==> run_1/layer_met1.png <==
The bar under the picture is 20 um long. Supply wires on this layer in grey. Cells faint in the background.
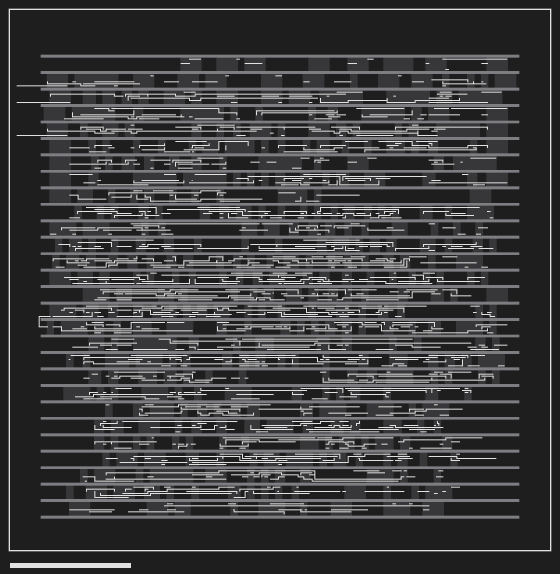
==> run_1/congestion.png <==
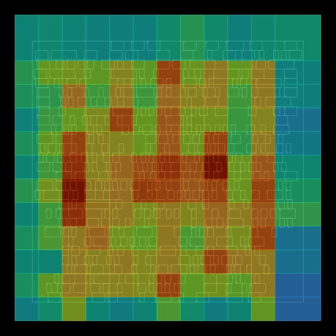
==> run_1/sizes.png <==
The bar under the picture is 20 um long.
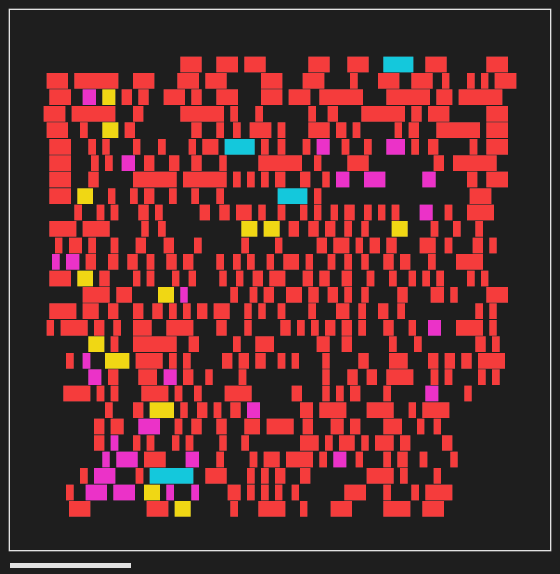
==> run_1/detail.png <==
The bar under the picture is 10 um long. Region (25, 7) to (65, 47) um. Cells in grey, sequential cells in the stronger grey; small squares are vias.
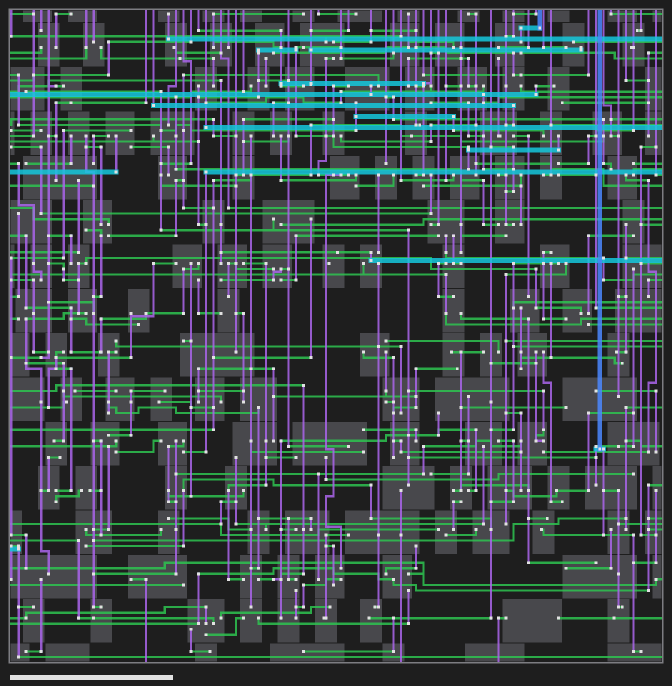
### config.mk
export PLATFORM = sky130hd
export DESIGN_NAME = alu_unit
export DESIGN_NICKNAME = d
export VERILOG_FILES = /design/src/rtl/alu_unit.sv
export SDC_FILE = /design/constraint.sdc
export NUM_CORES = 1
export LEC_CHECK = 0
export ABC_AREA = 1
export CELL_PAD_IN_SITES_DETAIL_PLACEMENT = 1
export CELL_PAD_IN_SITES_GLOBAL_PLACEMENT = 1
export CORE_MARGIN = 5
export CORE_UTILIZATION = 36
export CTS_BUF_LIST = sky130_fd_sc_hd__clkbuf_2 sky130_fd_sc_hd__clkbuf_4 sky130_fd_sc_hd__clkbuf_8
export CTS_CLUSTER_SIZE = 12
export DETAILED_ROUTE_END_ITERATION = 16
export HOLD_SLACK_MARGIN = 0.03
export PLACE_DENSITY_LB_ADDON = 0.1
export SYNTH_ARGS = -nofsm -noshare
export SYNTH_HDL_FRONTEND = slang
export SYNTH_SLANG_ARGS = --single-unit
### constraint.sdc
create_clock -name clk -period 3.9 [get_ports clk]
set_input_delay 0.78 -clock clk [delete_from_list [all_inputs] [get_ports clk]]
set_output_delay 0.78 -clock clk [all_outputs]
set_load 0.05 [all_outputs]
### src/rtl/alu_unit.sv
// Handshaked ALU: registered result/flags, accumulator operand, FSM IDLE/DONE(/BUSY).
// Define ALU_MUL_EN to build the WIDTH-cycle shift-add multiplier on op 111.
module alu_unit #(
  parameter int WIDTH = 8
) (
  input  logic             clk,
  input  logic             rst,
  input  logic             in_valid,
  output logic             in_ready,
  input  logic [2:0]       op,
  input  logic [WIDTH-1:0] a,
  input  logic [WIDTH-1:0] b,
  input  logic             use_acc,
  output logic             out_valid,
  input  logic             out_ready,
  output logic [WIDTH-1:0] result,
  output logic             co,
  output logic             zf,
  output logic             ovf,
  output logic [WIDTH-1:0] acc,
  output logic [1:0]       dbg_state
);
  localparam int SW = $clog2(WIDTH);
  localparam logic [2:0] OP_ADD = 3'b000;
  localparam logic [2:0] OP_SUB = 3'b001;
  localparam logic [2:0] OP_AND = 3'b010;
  localparam logic [2:0] OP_OR  = 3'b011;
  localparam logic [2:0] OP_XOR = 3'b100;
  localparam logic [2:0] OP_SHL = 3'b101;
  localparam logic [2:0] OP_SHR = 3'b110;
`ifdef ALU_MUL_EN
  localparam logic [2:0] OP_MUL = 3'b111;
`endif

  typedef enum logic [1:0] {
    S_IDLE = 2'd0,
    S_DONE = 2'd1
`ifdef ALU_MUL_EN
    , S_BUSY = 2'd2
`endif
  } state_t;

  state_t           r_state;
  state_t           w_state_nxt;
  logic [WIDTH-1:0] r_result;
  logic             r_co;
  logic             r_zf;
  logic             r_ovf;
  logic [WIDTH-1:0] r_acc;

  logic             w_load_alu;
  logic [WIDTH-1:0] w_op_a;
  logic [WIDTH-1:0] w_b_eff;
  logic [WIDTH-1:0] w_alu_res;
  logic             w_alu_co;
  logic             w_alu_ovf;
  logic             w_is_sub;
  logic [SW-1:0]    w_sh;
  logic [WIDTH:0]   w_sum;
  logic [WIDTH:0]   w_shl;
  logic [WIDTH:0]   w_shr;

  // Handshake: a transfer happens on a rising edge where valid && ready; in_ready and
  // out_valid come only from r_state, and a held result never changes until consumed.
  assign in_ready  = (r_state == S_IDLE);
  assign out_valid = (r_state == S_DONE);
  assign result    = r_result;
  assign co        = r_co;
  assign zf        = r_zf;
  assign ovf       = r_ovf;
  assign acc       = r_acc;
  assign dbg_state = r_state;

  assign w_op_a   = use_acc ? r_acc : a;
  assign w_sh     = b[SW-1:0];
  assign w_is_sub = (op == OP_SUB);
  assign w_b_eff  = w_is_sub ? ~b : b;
  assign w_sum    = {1'b0, w_op_a} + {1'b0, w_b_eff} + {{WIDTH{1'b0}}, w_is_sub};
  // Extra guard bit catches the last bit shifted out; a zero shift leaves it 0.
  assign w_shl    = {1'b0, w_op_a} << w_sh;
  assign w_shr    = {w_op_a, 1'b0} >> w_sh;

  always_comb begin
    w_alu_res = w_op_a;
    w_alu_co  = 1'b0;
    w_alu_ovf = 1'b0;
    case (op)
      OP_ADD, OP_SUB: begin
        w_alu_res = w_sum[WIDTH-1:0];
        w_alu_co  = w_sum[WIDTH];
        w_alu_ovf = (w_op_a[WIDTH-1] == w_b_eff[WIDTH-1]) &&
                    (w_sum[WIDTH-1] != w_op_a[WIDTH-1]);
      end
      OP_AND: w_alu_res = w_op_a & b;
      OP_OR:  w_alu_res = w_op_a | b;
      OP_XOR: w_alu_res = w_op_a ^ b;
      OP_SHL: begin
        w_alu_res = w_shl[WIDTH-1:0];
        w_alu_co  = w_shl[WIDTH];
      end
      OP_SHR: begin
        w_alu_res = w_shr[WIDTH:1];
        w_alu_co  = w_shr[0];
      end
      default: w_alu_res = w_op_a;
    endcase
  end

`ifdef ALU_MUL_EN
  localparam int CW = SW + 1;
  localparam logic [CW-1:0] CNT_LAST = CW'(WIDTH);

  logic               w_start_mul;
  logic               w_load_mul;
  logic [2*WIDTH-1:0] r_mcand;
  logic [WIDTH-1:0]   r_mplier;
  logic [2*WIDTH-1:0] r_prod;
  logic [CW-1:0]      r_cnt;

  always_ff @(posedge clk) begin
    if (rst) begin
      r_mcand  <= '0;
      r_mplier <= '0;
      r_prod   <= '0;
      r_cnt    <= '0;
    end else if (w_start_mul) begin
      r_mcand  <= {{WIDTH{1'b0}}, w_op_a};
      r_mplier <= b;
      r_prod   <= '0;
      r_cnt    <= '0;
    end else if ((r_state == S_BUSY) && (r_cnt != CNT_LAST)) begin
      if (r_mplier[0]) r_prod <= r_prod + r_mcand;
      r_mcand  <= r_mcand << 1;
      r_mplier <= r_mplier >> 1;
      r_cnt    <= r_cnt + CW'(1);
    end
  end
`endif

  always_ff @(posedge clk) begin
    if (rst) r_state <= S_IDLE;
    else     r_state <= w_state_nxt;
  end

  always_comb begin
    w_state_nxt = r_state;
    w_load_alu  = 1'b0;
`ifdef ALU_MUL_EN
    w_start_mul = 1'b0;
    w_load_mul  = 1'b0;
`endif
    case (r_state)
      S_IDLE: begin
        if (in_valid) begin
`ifdef ALU_MUL_EN
          if (op == OP_MUL) begin
            w_start_mul = 1'b1;
            w_state_nxt = S_BUSY;
          end else
`endif
          begin
            w_load_alu  = 1'b1;
            w_state_nxt = S_DONE;
          end
        end
      end
`ifdef ALU_MUL_EN
      S_BUSY: begin
        if (r_cnt == CNT_LAST) begin
          w_load_mul  = 1'b1;
          w_state_nxt = S_DONE;
        end
      end
`endif
      S_DONE: begin
        if (out_ready) w_state_nxt = S_IDLE;
      end
      default: w_state_nxt = S_IDLE;
    endcase
  end

  // The accumulator tracks every registered result; consuming the output leaves it alone.
  always_ff @(posedge clk) begin
    if (rst) begin
      r_result <= '0;
      r_co     <= 1'b0;
      r_zf     <= 1'b0;
      r_ovf    <= 1'b0;
      r_acc    <= '0;
    end else if (w_load_alu) begin
      r_result <= w_alu_res;
      r_co     <= w_alu_co;
      r_zf     <= (w_alu_res == '0);
      r_ovf    <= w_alu_ovf;
      r_acc    <= w_alu_res;
    end
`ifdef ALU_MUL_EN
    else if (w_load_mul) begin
      r_result <= r_prod[WIDTH-1:0];
      r_co     <= |r_prod[2*WIDTH-1:WIDTH];
      r_zf     <= (r_prod[WIDTH-1:0] == '0);
      r_ovf    <= 1'b0;
      r_acc    <= r_prod[WIDTH-1:0];
    end
`endif
  end

endmodule
==> impl_metrics.env, run 1 <==
# source this file to load flow results
export IMPL_pwr_share_comb_pct=62.6
export IMPL_drtPass1Iterations=4
export IMPL_p_sw_share_pct=49.4
export IMPL_lay_top_count="nand2_1"
export IMPL_cp_start_kind="input pin"
export IMPL_clock_fmax_mhz=284
export IMPL_status="complete, no violations"
export IMPL_drc=0
export IMPL_hold_violations=0
export IMPL_path_cells="clkdlybuf4s50_1, inv_4, nand2_1, nand2_1, nand2_1, o21ai_0, fa_1, or2_2, nand3_1, nand3_1, nor3_1, nand3_1, nand2_1, nand2_1, nor2_1, nand3_2, a21oi_2"
export IMPL_path_clk_slew_ns=0.05
export IMPL_via_count=2641
export IMPL_synth_seq_cells=12
export IMPL_grt_pass1_wl_um=13600
export IMPL_path_common_cell="nand2_1"
export IMPL_finalCriticalPeriod_ns=3.52
export IMPL_hold_path_depth=2
export IMPL_layout_setup_ws_ns=0.377
export IMPL_gp_congestion=0.925
export IMPL_port_buffers=45
export IMPL_rsz0062_at_grt="false"
export IMPL_yosys_stat_seqShare_pct=10.6
export IMPL_p_seq_share_pct=20.6
export IMPL_drive_gt1_share_pct=10.6
export IMPL_skew_ns=0.00276
export IMPL_log_warning_count=35
export IMPL_ant_nets=0
export IMPL_final_area_um2=2780
export IMPL_clock_sink_count=12
export IMPL_n_clock_buffer=3
export IMPL_logic_gates=307
export IMPL_worstMarginPinSlew_ns=0.800
export IMPL_grt_max_degree=25
export IMPL_intPower_mw=0.349
export IMPL_rr_worst_depth=15
export IMPL_grt_pass1_vias=2666
export IMPL_worst_setup_path_type="in2reg"
export IMPL_numCtsBuffers=3
export IMPL_n_all_inverters=46
export IMPL_ys_sh_simple_pct=45.3
export IMPL_yosys_top_cells_area="nand2_1 18%, ha_1 13%, dfxtp_1 11%, nand3_1 9.7%, inv_1 6.1%"
-- layer_met1.png (at the start) --
share of all routed wire: 46%
wire length on this layer: 3910 um
nets with wire on the layer: 431

-- congestion.png (at the start) --
gr usage total: 22.1%
met3 usage: 3.59%
met1 Use GR: 30.6%

-- sizes.png (at the start) --
[_2 cells] magenta | cells: 28 | share: 6.6%
[_3 and _4 cells] yellow | cells: 13 | share: 3.1%
[_6 and larger] cyan | cells: 4 | share: 0.95%
[_0 and _1 cells] red | cells: 378 | share: 89%

-- detail.png (at the start) --
[metal 3] cyan
[metal 2] purple
[metal 4] blue
[metal 1] green
sequential cells in the window: 0
cells with their middle in the window: 129
most frequent: nand2_1 (34), nand3_1 (21), inv_1 (16)

[run 1: per-stage QoR]
stage | util (%) | power (mW) | std cells
CTS | 46.2 | 0.690 | 498
global placement | 45.5 | 0.565 | 495
finish | 46.2 | 0.689 | 498
global route | 46.2 | 0.739 | 498
detailed placement | 45.5 | 0.573 | 495
floorplan | - | 0.442 | 385
[run 1: final timing paths]
| kind | start | to | slack, ns |
|---|---|---|---|
| setup / recovery | use_acc | zf | 0.38 |
| setup reg to reg | acc[0] | zf | 1.22 |
| hold reg to reg | ovf | ovf | 0.47 |
| hold / removal | ovf | ovf | 0.47 |
[run 1: routing by layer]
metal  share of wire [%]  up-vias
met4                 1.1        0
met1                  46     1238
met3                 5.9        9
met5                   0        -
met2                  47       68
li1                    -     1326
==> run 2, diff against run 1 <==
--- a/config.mk
+++ b/config.mk
@@ -9,12 +9,13 @@
 export CELL_PAD_IN_SITES_DETAIL_PLACEMENT = 1
 export CELL_PAD_IN_SITES_GLOBAL_PLACEMENT = 1
 export CORE_MARGIN = 5
-export CORE_UTILIZATION = 36
+export CORE_UTILIZATION = 33
 export CTS_BUF_LIST = sky130_fd_sc_hd__clkbuf_2 sky130_fd_sc_hd__clkbuf_4 sky130_fd_sc_hd__clkbuf_8
 export CTS_CLUSTER_SIZE = 12
 export DETAILED_ROUTE_END_ITERATION = 16
 export HOLD_SLACK_MARGIN = 0.03
 export PLACE_DENSITY_LB_ADDON = 0.1
+export REMOVE_ABC_BUFFERS = 1
 export SYNTH_ARGS = -nofsm -noshare
 export SYNTH_HDL_FRONTEND = slang
 export SYNTH_SLANG_ARGS = --single-unit
==> constraint.sdc (replaced) <==
create_clock -name clk -period 2.9 [get_ports clk]
set_input_delay 0.58 -clock clk [delete_from_list [all_inputs] [get_ports clk]]
set_output_delay 0.58 -clock clk [all_outputs]
set_load 0.05 [all_outputs]
==> run_2/layer_met2.png <==
The bar under the picture is 20 um long. Cells faint in the background.
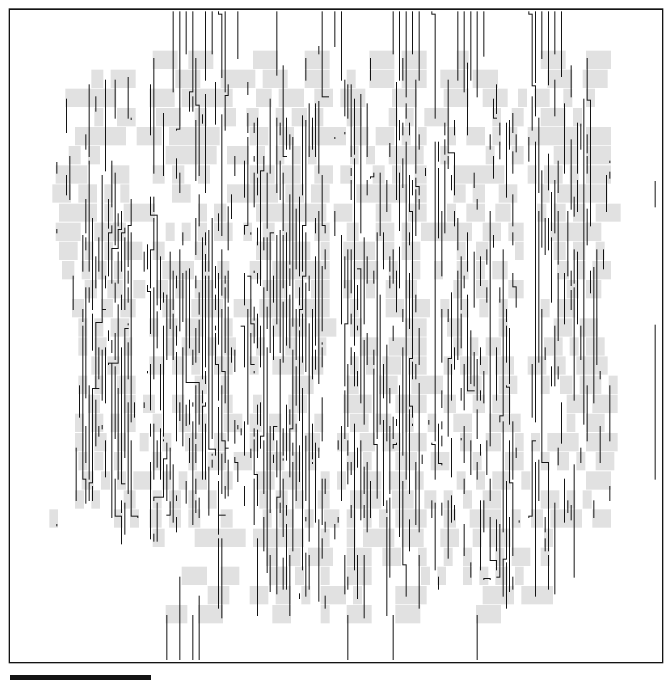
nets with wire on the layer: 458
share of all routed wire: 50%
main direction: vertical
longest straight run: 47.9 um
wire length on this layer: 4570 um

==> impl_metrics.env, run 2 <==
# source this file to load flow results
export IMPL_num_tap_cells=80
export IMPL_largest_register_ffs=8
export IMPL_pwr_share_comb_pct=67.1
export IMPL_cp_start_kind="input pin"
export IMPL_drive_gt1_share_pct=24.6
export IMPL_synth_seq_cells=12
export IMPL_ctsHtreeMaxLevel=1
export IMPL_comb_share_pct=54.0
export IMPL_n_clock_buffer=3
export IMPL_p_seq_share_pct=18.2
export IMPL_reg2reg_to="zf"
export IMPL_p_sw_share_pct=46.5
export IMPL_drc=0
export IMPL_antenna_found_initial=0
export IMPL_track_usage_pct=21.8
export IMPL_synthAoiAreaFrac_pct=13.2
export IMPL_port_buffers=45
export IMPL_finalClockPeriodUsage_pct=94.8
export IMPL_synth_top_cell_by_count="nand2_1"
export IMPL_clock_fmax_mhz=364
export IMPL_worstMarginPinSlew_ns=0.520
export IMPL_rsz0062_at_grt="false"
export IMPL_worstReg2RegStart="acc[0]"
export IMPL_chip_area_um2=8600
export IMPL_layout_setup_ws_ns=0.151
export IMPL_net_switching_power_mw=0.489
export IMPL_hp_start="ovf"
export IMPL_numCtsBuffers=3
export IMPL_io_pins=47
export IMPL_xor_share_pct=2.71
export IMPL_path_clk_slew_ns=0.05
export IMPL_skew_ns=0.00477
export IMPL_flops=12
export IMPL_final_area_um2=3270
export IMPL_hold_path_depth=2
export IMPL_r2r_slack_ns=0.58
export IMPL_whs_ns=0.472
export IMPL_yosys_area_top_type_share_pct=18.3
export IMPL_crit_path_end_kind="flip-flop"
export IMPL_peakVddDrop_v=0.000214
export IMPL_required_ns=3.08
export IMPL_drtPass1Iterations=4
export IMPL_power_mw=1.05
export IMPL_via_count=2886
export IMPL_rr_worst_depth=15
export IMPL_log_warning_count=34
export IMPL_cts_root_buf="clkbuf_8"
export IMPL_status="complete, no violations"
export IMPL_intPower_mw=0.563
export IMPL_netlist_area_um2=2260
export IMPL_maxCapViolations=0
export IMPL_grt_max_degree=25
export IMPL_cts_tree="done"
export IMPL_gp_congestion=0.937
export IMPL_lay_top_count="nand2_1"
export IMPL_crit_end="zf"
export IMPL_ys_sh_simple_pct=45.3
export IMPL_n_all_inverters=46
export IMPL_grt_pass1_wl_um=14800
export IMPL_dpl_cell_count=554
export IMPL_logic_gates=307
export IMPL_ant_nets=0
export IMPL_yosys_top_cells_area="nand2_1 18%, ha_1 13%, dfxtp_1 11%, nand3_1 9.7%, inv_1 6.1%"
export IMPL_yosys_stat_seqShare_pct=10.6
export IMPL_hold_violations=0
export IMPL_cp_startpoint="op[1]"
export IMPL_utilization_pct=48.7
export IMPL_finalCriticalPeriod_ns=2.75
export IMPL_lay_top_cells="106 x nand2_1, 66 x buf_4, 44 x nand3_1, 40 x clkdlybuf4s50_1, 34 x inv_1"
export IMPL_layoutNonFillerInstCount=560
export IMPL_worst_setup_path_type="in2reg"
export IMPL_grt_pass1_vias=2953
export IMPL_clock_sink_count=12
export IMPL_hold_end="ovf"
[run 2: cell counts after synthesis]
No cell type changed its count.
[run 2: routing by layer]
metal / track usage [%] / up-vias / wire length [um]
met4: 2.93 / 0 / 99
met1: 28.4 / 1370 / 4120
met3: 2.60 / 10 / 399
li1: - / 1442 / -
met5: 0 / - / 0
met2: 39.2 / 64 / 4570
[run 2: worst max-delay path, stage by stage]
cell	delay, ns
clkdlybuf4s15_1	0.26
nor2_8	0.18
nand2_8	0.10
xor2_4	0.21
fa_2	0.36
or2_2	0.31
nand3_1	0.09
nand3_1	0.10
nor3_2	0.11
nand3_1	0.11
nand2_1	0.13
nand2_1	0.07
nor2_2	0.10
nand3_2	0.08
a21oi_2	0.12
Power is estimated from default activity; no workload was simulated.
